$ cat config.mk
export PLATFORM = sky130hd
export DESIGN_NAME = bcd_conv_arbiter
export DESIGN_NICKNAME = d
export VERILOG_FILES = /design/src/rtl/bcd_conv_pkg.sv /design/src/rtl/bcd_conv_arbiter_rr_arbiter.sv /design/src/rtl/bcd_conv_arbiter.sv
export SDC_FILE = /design/constraint.sdc
export NUM_CORES = 1
export LEC_CHECK = 0
export CAP_MARGIN = 15
export CORE_ASPECT_RATIO = 0.5
export CORE_MARGIN = 4
export CORE_UTILIZATION = 35
export CTS_CLUSTER_DIAMETER = 60
export DETAILED_ROUTE_END_ITERATION = 10
export GPL_TIMING_DRIVEN = 0
export HOLD_SLACK_MARGIN = 0.15
export MAX_ROUTING_LAYER = met4
export PLACE_DENSITY = 0.72
export SYNTH_ARGS = -nofsm -noshare
export SYNTH_HDL_FRONTEND = slang
export SYNTH_SLANG_ARGS = --single-unit
$ cat constraint.sdc
create_clock -name clk_i -period 4 [get_ports clk_i]
set_input_delay 0.6 -clock clk_i [delete_from_list [all_inputs] [get_ports clk_i]]
set_output_delay 0.6 -clock clk_i [all_outputs]
set_load 0.02 [all_outputs]
$ cat src/rtl/bcd_conv_pkg.sv
// Shared types and helpers for the round-robin BCD converter arbiter.
// Optional watchdog in the top: BCD_CONV_TIMEOUT_EN.
package bcd_conv_pkg;

  localparam int DIGITS = 10;
  localparam int BCD_W  = 4 * DIGITS;
  localparam int BIN_W  = 32;

  typedef enum logic [1:0] {
    IDLE,
    START,
    WAIT,
    RESP
  } state_t;

  function automatic logic digit_valid(
    input logic [3:0] nib
  );
    return nib <= 4'd9;
  endfunction

endpackage

$ cat src/rtl/bcd_conv_arbiter_rr_arbiter.sv
// Combinational round-robin grant: first valid index at or after ptr.
// Produces a one-hot grant plus the binary grant index.
module rr_arbiter #(
  parameter int N  = 4,
  parameter int PW = (N > 1) ? $clog2(N) : 1
) (
  input  logic [N-1:0]  valid_i,
  input  logic [PW-1:0] ptr_i,
  output logic [N-1:0]  gnt_o,
  output logic [PW-1:0] idx_o,
  output logic          any_o
);

  always_comb begin
    int k;
    logic [PW-1:0] ki;
    logic found;
    k     = 0;
    ki    = '0;
    found = 1'b0;
    gnt_o = '0;
    idx_o = '0;
    for (int i = 0; i < N; i++) begin
      k = int'(ptr_i) + i;
      if (k >= N) k = k - N;
      ki = PW'(k);
      if (!found && valid_i[ki]) begin
        found     = 1'b1;
        gnt_o[ki] = 1'b1;
        idx_o     = ki;
      end
    end
    any_o = found;
  end

endmodule

$ cat src/rtl/bcd_conv_arbiter.sv
// Shares one BCD-to-binary converter between NUM_REQ requesters.
// Define BCD_CONV_TIMEOUT_EN to add a WAIT-state watchdog.
module bcd_conv_arbiter
  import bcd_conv_pkg::*;
#(
  parameter int NUM_REQ = 4
`ifdef BCD_CONV_TIMEOUT_EN
  , parameter int TIMEOUT_CYC = 64
`endif
) (
  input  logic                            clk_i,
  input  logic                            rst_ni,
  input  logic [NUM_REQ-1:0]              req_valid_i,
  input  logic [NUM_REQ-1:0][BCD_W-1:0]   req_bcd_i,
  output logic [NUM_REQ-1:0]              req_ready_o,
  output logic [NUM_REQ-1:0]              rsp_valid_o,
  output logic [BIN_W-1:0]                rsp_binary_o,
  output logic                            rsp_error_o,
  output logic                            conv_start_o,
  output logic [BCD_W-1:0]                conv_bcd_o,
  input  logic                            conv_done_i,
  input  logic [BIN_W-1:0]                conv_binary_i,
  output logic                            busy_o
);

  localparam int PW = (NUM_REQ > 1) ? $clog2(NUM_REQ) : 1;

  state_t               state_q;
  logic [PW-1:0]        ptr_q;
  logic [PW-1:0]        ptr_d;
  logic [PW-1:0]        gidx_q;
  logic [PW-1:0]        gidx;
  logic [NUM_REQ-1:0]   gnt;
  logic                 any_req;
  logic                 conv_start_q;
  logic [BCD_W-1:0]     conv_bcd_q;
  logic [NUM_REQ-1:0]   rsp_valid_q;
  logic [BIN_W-1:0]     rsp_binary_q;
  logic                 rsp_error_q;
  logic [BCD_W-1:0]     sel_bcd;
  logic                 sel_ok;

`ifdef BCD_CONV_TIMEOUT_EN
  localparam int CNT_W = $clog2(TIMEOUT_CYC + 1);
  logic [CNT_W-1:0] cnt_q;
`endif

  rr_arbiter #(
    .N  (NUM_REQ),
    .PW (PW)
  ) u_rr (
    .valid_i (req_valid_i),
    .ptr_i   (ptr_q),
    .gnt_o   (gnt),
    .idx_o   (gidx),
    .any_o   (any_req)
  );

  always_comb begin
    sel_bcd = req_bcd_i[gidx];
    sel_ok  = 1'b1;
    for (int i = 0; i < DIGITS; i++) begin
      if (!digit_valid(sel_bcd[4*i +: 4])) sel_ok = 1'b0;
    end
  end

  always_comb begin
    if (gidx == PW'(NUM_REQ - 1)) ptr_d = '0;
    else                          ptr_d = gidx + PW'(1);
  end

  always_ff @(posedge clk_i or negedge rst_ni) begin
    if (!rst_ni) begin
      state_q      <= IDLE;
      ptr_q        <= '0;
      gidx_q       <= '0;
      conv_start_q <= 1'b0;
      conv_bcd_q   <= '0;
      rsp_valid_q  <= '0;
      rsp_binary_q <= '0;
      rsp_error_q  <= 1'b0;
`ifdef BCD_CONV_TIMEOUT_EN
      cnt_q        <= '0;
`endif
    end else begin
      conv_start_q <= 1'b0;
      rsp_valid_q  <= '0;
      unique case (state_q)
        IDLE: begin
          if (any_req) begin
            conv_bcd_q <= sel_bcd;
            gidx_q     <= gidx;
            ptr_q      <= ptr_d;
            if (sel_ok) begin
              state_q      <= START;
              conv_start_q <= 1'b1;
            end else begin
              state_q      <= RESP;
              rsp_valid_q  <= gnt;
              rsp_error_q  <= 1'b1;
              rsp_binary_q <= '0;
            end
          end
        end
        START: begin
          state_q <= WAIT;
`ifdef BCD_CONV_TIMEOUT_EN
          cnt_q   <= '0;
`endif
        end
        WAIT: begin
          if (conv_done_i) begin
            state_q      <= RESP;
            rsp_valid_q  <= NUM_REQ'(1) << gidx_q;
            rsp_error_q  <= 1'b0;
            rsp_binary_q <= conv_binary_i;
          end
`ifdef BCD_CONV_TIMEOUT_EN
          else if (cnt_q == CNT_W'(TIMEOUT_CYC - 1)) begin
            state_q      <= RESP;
            rsp_valid_q  <= NUM_REQ'(1) << gidx_q;
            rsp_error_q  <= 1'b1;
            rsp_binary_q <= '0;
          end else begin
            cnt_q <= cnt_q + CNT_W'(1);
          end
`endif
        end
        RESP: state_q <= IDLE;
        default: state_q <= IDLE;
      endcase
    end
  end

  // Accept is combinational so the grant lands in the sampling cycle.
  assign req_ready_o  = (rst_ni && state_q == IDLE) ? gnt : '0;
  assign rsp_valid_o  = rsp_valid_q;
  assign rsp_binary_o = rsp_binary_q;
  assign rsp_error_o  = rsp_error_q;
  assign conv_start_o = conv_start_q;
  assign conv_bcd_o   = conv_bcd_q;
  assign busy_o       = (state_q != IDLE);

endmodule

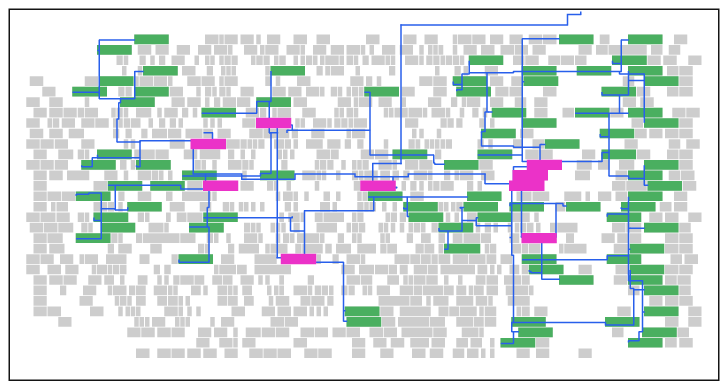
Run 1: clock distribution
[magenta] clock drivers | count: 9
[blue] clock wires | length: 1320 um
[green] flip-flops | count: 84
flops lie: widely spread
routed clock nets: 10
Worst-Skew Late Latency: 0.34 ns
Clk. pwr: 0.806 mW
Worst Clk Skew: 0.00422 ns

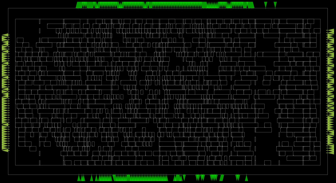
Run 1: cell outlines without signal wires
sequential cell area share: 0.230
fin util: 0.616
Core Rows: 31
Flops: 84
Tapcell Cnt: 198

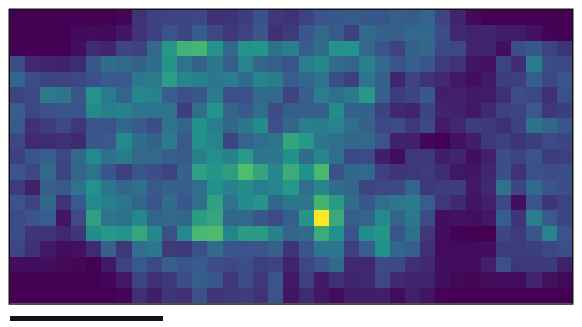
Run 1: wire density map
The bar under the picture is 50 um long. 37 x 19 tiles, from dark purple (low) to yellow (high), scaled to the fullest tile. Values are wire area over tile area, all layers added.
fullest tile: 0.88
emptiest ninth of the die: south-east
nearly empty tiles: 8.0%
Vias: 6407
all-layer global routing usage: 0.263

run 1: where the power goes:
group | switching (mW) | total, mW | internal, mW
Sequential | 0.222 | 1.48 | 1.26
Combinational | 4.06 | 6.89 | 2.83
Clock | 0.383 | 0.806 | 0.424
Total | 4.67 | 9.18 | 4.52
run 1: critical path: stages, from the launching register on:
cell	delay, ns
dfrtp_2	0.38
buf_6	0.11
buf_8	0.11
inv_6	0.04
ha_4	0.27
mux4_2	0.58
or3_4	0.46
nand2b_4	0.18
a21oi_4	0.27
buf_6	0.14
nor3_1	0.04
o32a_2	0.40
o2111ai_4	0.24
nor4_4	0.05
buf_6	0.15
a21o_4	0.23
buf_6	0.15
a22o_1	0.23
run 1: cells by family after synthesis:
kind of cell    after synthesis
fa+ha+maj                     9
simple gates                296
mux                          25
compound gates              183
flops                        84
xor+xnor                      1
buf+inv                      64
run 1: cells in the mapped netlist, types with 9 or more instances:
cell / count
nand3_1: 43
o211ai_1: 18
buf_6: 9
nor2_1: 27
nand2_1: 201
nor3_1: 9
dfrtp_1: 84
o21ai_0: 74
mux2i_1: 12
clkbuf_1: 30
mux2_2: 9
a22o_1: 33
ha_1: 9
inv_1: 14
run 1: through the flow:
step | area, um^2 | total power [mW] | cells | utilization | hold WS (ns)
detailed placement | 8540 | 7.72 | 1142 | 0.576 | 0.470
floorplan | 5460 | 5.40 | 662 | - | 0.304
global placement | 8520 | 7.62 | 1141 | 0.575 | 0.462
finish | 9130 | 9.18 | 1175 | 0.616 | 0.183
global route | 9130 | 9.79 | 1175 | 0.616 | 0.208
CTS | 8970 | 8.84 | 1169 | 0.605 | 0.190
run 1: what timing repair did:
action,CTS,global route
endpoints found under the setup margin,56,62
gates resized,21,28
pin swaps,7,20
buffers inserted,12,6
hold buffers,0,0
==> results.yml, run 1 <==
# generated from flow reports
clock_network:
  clock_sinks: 84
  htree_levels: 3
  cts.clk_slew.worst_paths_ns: 0.07
  cts_buffer_depth: 2
  cts-buffers-inserted: 9
  cts_tree: "built"
die:
  pin_count: 282
  coreArea_um2: 14800
  core_util_floorplan: 0.366
  dieArea_um2: 17700
timing:
  setup_ws_ns: -0.178
  hold_violations: 0
  finalSetupTns_ns: -5.30
  min_period_ns: 4.18
  rsz0062_at_grt: "true"
  setup_violations: 38
  fmax_mhz: 239
  drv_slew: 0
  timing.final.crit_share: 1.04
final_layout:
  flop_area_um2: 2100
  clockBufferCount: 9
  area_delta_synth_final_pct: 68.4
  fin_nets: 1181
  inv_count: 14
  final_common_cell: "clkdlybuf4s50_1"
  largest_reg_flops: 40
  clk_share: 0.0300
  logic_gates: 514
  final_cell_mix: "clkdlybuf4s50_1, nand2_1, dfrtp_1, o21ai_0, nand3_1"
min_path:
  hold_path_class: "primary input to async pin"
route:
  wl_met3_um: 1850
  drtAntennaViolNets: 0
  routed_via_density: 5.45
  wirelength_um: 23700
  drt_iter0_markers: 485
  wl_met2_um: 11100
  first_pass_iters: 5
synth:
  ys_seq_share: 0.388
  syn_avg_cell_area_um2: 8.19
  syn_area_um2: 5420
  ys_sh_mux: 0.0574
  ys_sh_adder: 0.0208
  synth_cells: 662
  synth_cell_types: 60
  edf_count: 0
  yosys.stat.chipArea_um2: 5420
  synth_flops: 84
  ys.warnings.count: 0
  yosys.area.top_type_share: 0.388
  ff_type: "dfrtp_1"
  largest_area_cell: "dfrtp_1"
  ys_cells: 662
  simple_gate_share: 0.233
  syn-num-nets: 870
pwr:
  ir_worst_vdd_mv: 0.529
  power.density_nw_per_um2: 1010
worst_setup_path:
  rr_endpoint: "rsp_binary_o[9]"
  crit_type: "flop to flop"
  startpoint: "ptr_q[0]"
  critPathLaunchType: "flop"
  cp-end-kind: "flop"
  path_max_fanout: 10
  worst-r2r-setup-slack_ns: -0.18
  crit_end: "rsp_binary_o[9]"
  worstPathRequired_ns: 4.23
  arrival_ns: 4.41
  r2r_start: "ptr_q[0]"
  reg2regPathDepth: 17
place:
  port_buffers: 281
  place_hpwl_um: 18200
  finalWeightedCongestion: 0.910
flow_run:
  openroad.warnings: 35
grt:
  use_met1: 0.349
  grt_pass1_vias: 6273
  grt_use_met3: 0.0510
  antenna_found_initial: 0
  grt_use_met2: 0.424
  grt_max_degree: 57
outcome:
  status: "finished, violations left"
  violations: "setup timing"
Run 1, met4 routing:
The bar under the picture is 50 um long. Supply wires on this layer in grey.
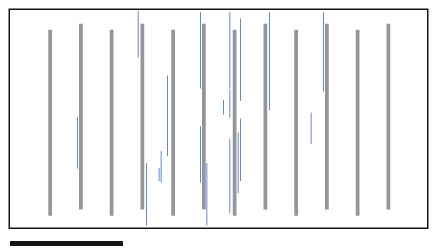

==> run 1 -> run 2 <==
- PLACE_DENSITY: 0.72 -> 0.73
- SYNTH_HIERARCHICAL: unset -> 1
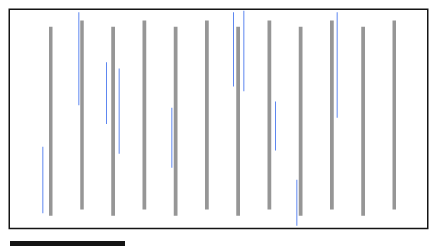
Run 2: met4 routing
The bar under the picture is 50 um long. Supply wires on this layer in grey.
share of all routed wire: 1.6%
main direction: vertical
longest straight run: 45.6 um
nets with wire on the layer: 10
routed wire length: 19800 um
Vias: 5247

==> results.yml, run 2 <==
# generated from flow reports
grt:
  grt_use_met3: 0.0635
  use_met1: 0.267
  grt_use_met2: 0.393
  grt_pass1_vias: 5351
  grt_max_degree: 71
  grt-busiest-layer: "met2"
  track_usage: 0.227
  gr-total-overflow: 0
  grt_pass1_wl_um: 29300
  antenna_found_initial: 1
final_layout:
  drive_gt1_frac: 0.164
  finalInstanceArea_um2: 8870
  fin_nets: 1035
  final_cell_mix: "clkdlybuf4s50_1, nand2_1, dfrtp_1, mux4_2, o211ai_2"
  final_common_cell: "clkdlybuf4s50_1"
  fin_cells: 1032
  largest_reg_flops: 40
  area_delta_synth_final_pct: 69.0
  fin_util: 0.609
worst_setup_path:
  crit_chain: "buf_6, inv_1, ha_4, mux4_2, buf_6, and2b_2, o21ai_1, o31ai_4, buf_6, clkbuf_16, mux4_2, o21ai_2, nand4_1, o31ai_4, buf_12, buf_6, o211ai_2"
  slowest_stage: "mux4_2"
  path_delay_family: "buffers and inverters"
  cp-end-kind: "flop"
  crit_type: "flop to flop"
  crit_path_frequent_cell: "buf_6"
  path_max_fanout: 10
  cp_num_cells: 17
  max_stage_delay_ns: 0.55
  path_buffers: 7
  arrival_ns: 4.09
  worstPathRequired_ns: 4.22
  reg2regPathDepth: 17
  critPathLaunchType: "flop"
synth:
  syn-num-nets: 729
  async_flop_share: 1.00
  yosys.area.top_type_share: 0.400
  most_common_cell: "nand2_1"
  synth_cell_types: 42
  topCellsByArea: "dfrtp_1, mux4_2, nand2_1"
  ff_type: "dfrtp_1"
  syn_area_um2: 5250
  ys.warnings.count: 6
  syn_avg_cell_area_um2: 10.1
  synth_flops: 84
  edf_count: 0
  largest_area_cell: "dfrtp_1"
  synth_cells: 522
  yosys.stat.chipArea_um2: 5250
  ys_cells: 522
  ys_seq_share: 0.400
  synthTopCellsByCount: "nand2_1, dfrtp_1, mux4_2"
timing:
  hold_violations: 0
  tightest_slew_ns: 0.793
  drv_slew: 0
  max-slew-margin-rel: 0.471
  fmax_mhz: 259
  clock_skew_ns: 0.0126
  min_period_ns: 3.87
  timing.final.crit_share: 0.967
  setup_violations: 0
place:
  placed_area_um2: 8340
  finalWeightedCongestion: 0.831
  placed_cells: 1002
  port_buffers: 281
  place_hpwl_um: 15600
pwr:
  power.density_nw_per_um2: 834
  p_leak_nw: 3.76
  power.share.clock: 0.109
  ir_worst_vdd_mv: 0.534
  p_int_mw: 4.06
  power_leader: "combinational logic"
  seq_power_share: 0.186
  pwr-share-comb: 0.706
  pg_clk_mw: 0.805
  swShare: 0.451
  combinationalPower_mw: 5.22
  pg_seq_mw: 1.37
  p_sw_mw: 3.34
die:
  pin_count: 282
  core_util_floorplan: 0.360
  coreArea_um2: 14600
  placement_rows: 31
  die_h_um: 94.6
  dieArea_um2: 17100
  die_x_um: 181
outcome:
  status: "finished clean"
min_path:
  worstHoldPathCells: 2
  hold_path_class: "flop to flop"
clock_network:
  clockRootBuffer: "clkbuf_16"
  worstSkewPairLatency_ns: 0.34
  ctsHoldBuffers: 1
  clock_sinks: 84
  htree_levels: 3
  cts_resized: 15
  cts.clk_slew.worst_paths_ns: 0.07
  cts-buffers-inserted: 9
  cts_tree: "built"
  cts_buffer_depth: 2
  postCtsSetupBuffers: 6
route:
  highest_layer: "met4"
  wl_met3_um: 1500
  routed_via_density: 5.08
  wl_met2_um: 10100
  drt-met1-wl_um: 7820
  wl_per_cell_um: 19.2
  first_pass_iters: 5
  drcViolationCount: 0
  drt_iter0_markers: 291
  drtAntennaViolNets: 0
flow_run:
  maxCapViolations: 0
  openroad.warnings: 32
## run 2: cell count changes in the layout (fill, tap and decap cells not counted), sizes merged, moves of 14 or more
cell | previous run | this run
a22o | 34 | 0
o211ai | 19 | 33
o21ai | 77 | 21
nand3 | 43 | 2
mux4 | 4 | 44
nand2 | 201 | 235
nor2 | 28 | 6
## run 2: area by class of cell
type / instances / area (um^2)
multi-input combinational: 395 / 2950
clock buffer: 9 / 225
tap: 198 / 248
inverter: 7 / 26.3
antenna: 1 / 2.50
fill: 1249 / 5710
sequential: 84 / 2100
clock inverter: 7 / 58.8
buffer: 36 / 272
timing repair buffer: 295 / 2990
## run 2: path summary, 6_finish.rpt
path	from	to	slack, ns
setup / recovery	ptr_q[0]	rsp_binary_o[17]	0.13
hold / removal	conv_bcd_o[9]	conv_bcd_o[9]	0.47
setup reg to reg	ptr_q[0]	rsp_binary_o[17]	0.13
hold reg to reg	conv_bcd_o[9]	conv_bcd_o[9]	0.47
max in group asynchronous	rst_ni	ptr_q[1]	2.66
min in group asynchronous	rst_ni	rsp_binary_o[14]	0.68
## run 2: logic make-up (layout without fill, tap and decap cells)
logic type                 Yosys count  count (layout)  synth area share
buffers and inverters               43             354            0.0474
other                                0               1                 0
and+or+nand+nor                    266             266             0.206
adders and majority gates            8               8            0.0191
AOI/OAI and AO/OA                   74              74             0.131
DFF                                 84              84             0.400
muxes                               47              47             0.196
## run 2: per-stage QoR
stage,setup slack (ns),power (mW),hold slack (ns),TNS (ns)
after floorplan,0.0872,4.53,0.304,0
after global placement,-1.67,6.10,0.458,-117.70
after detailed placement,-1.01,6.21,0.461,-38.61
after CTS,-0.00101,7.25,0.476,-0.00190
after global routing,-0.00268,7.89,0.490,-0.00422
final,0.133,7.40,0.470,0
Power and IR drop assume default switching activity.
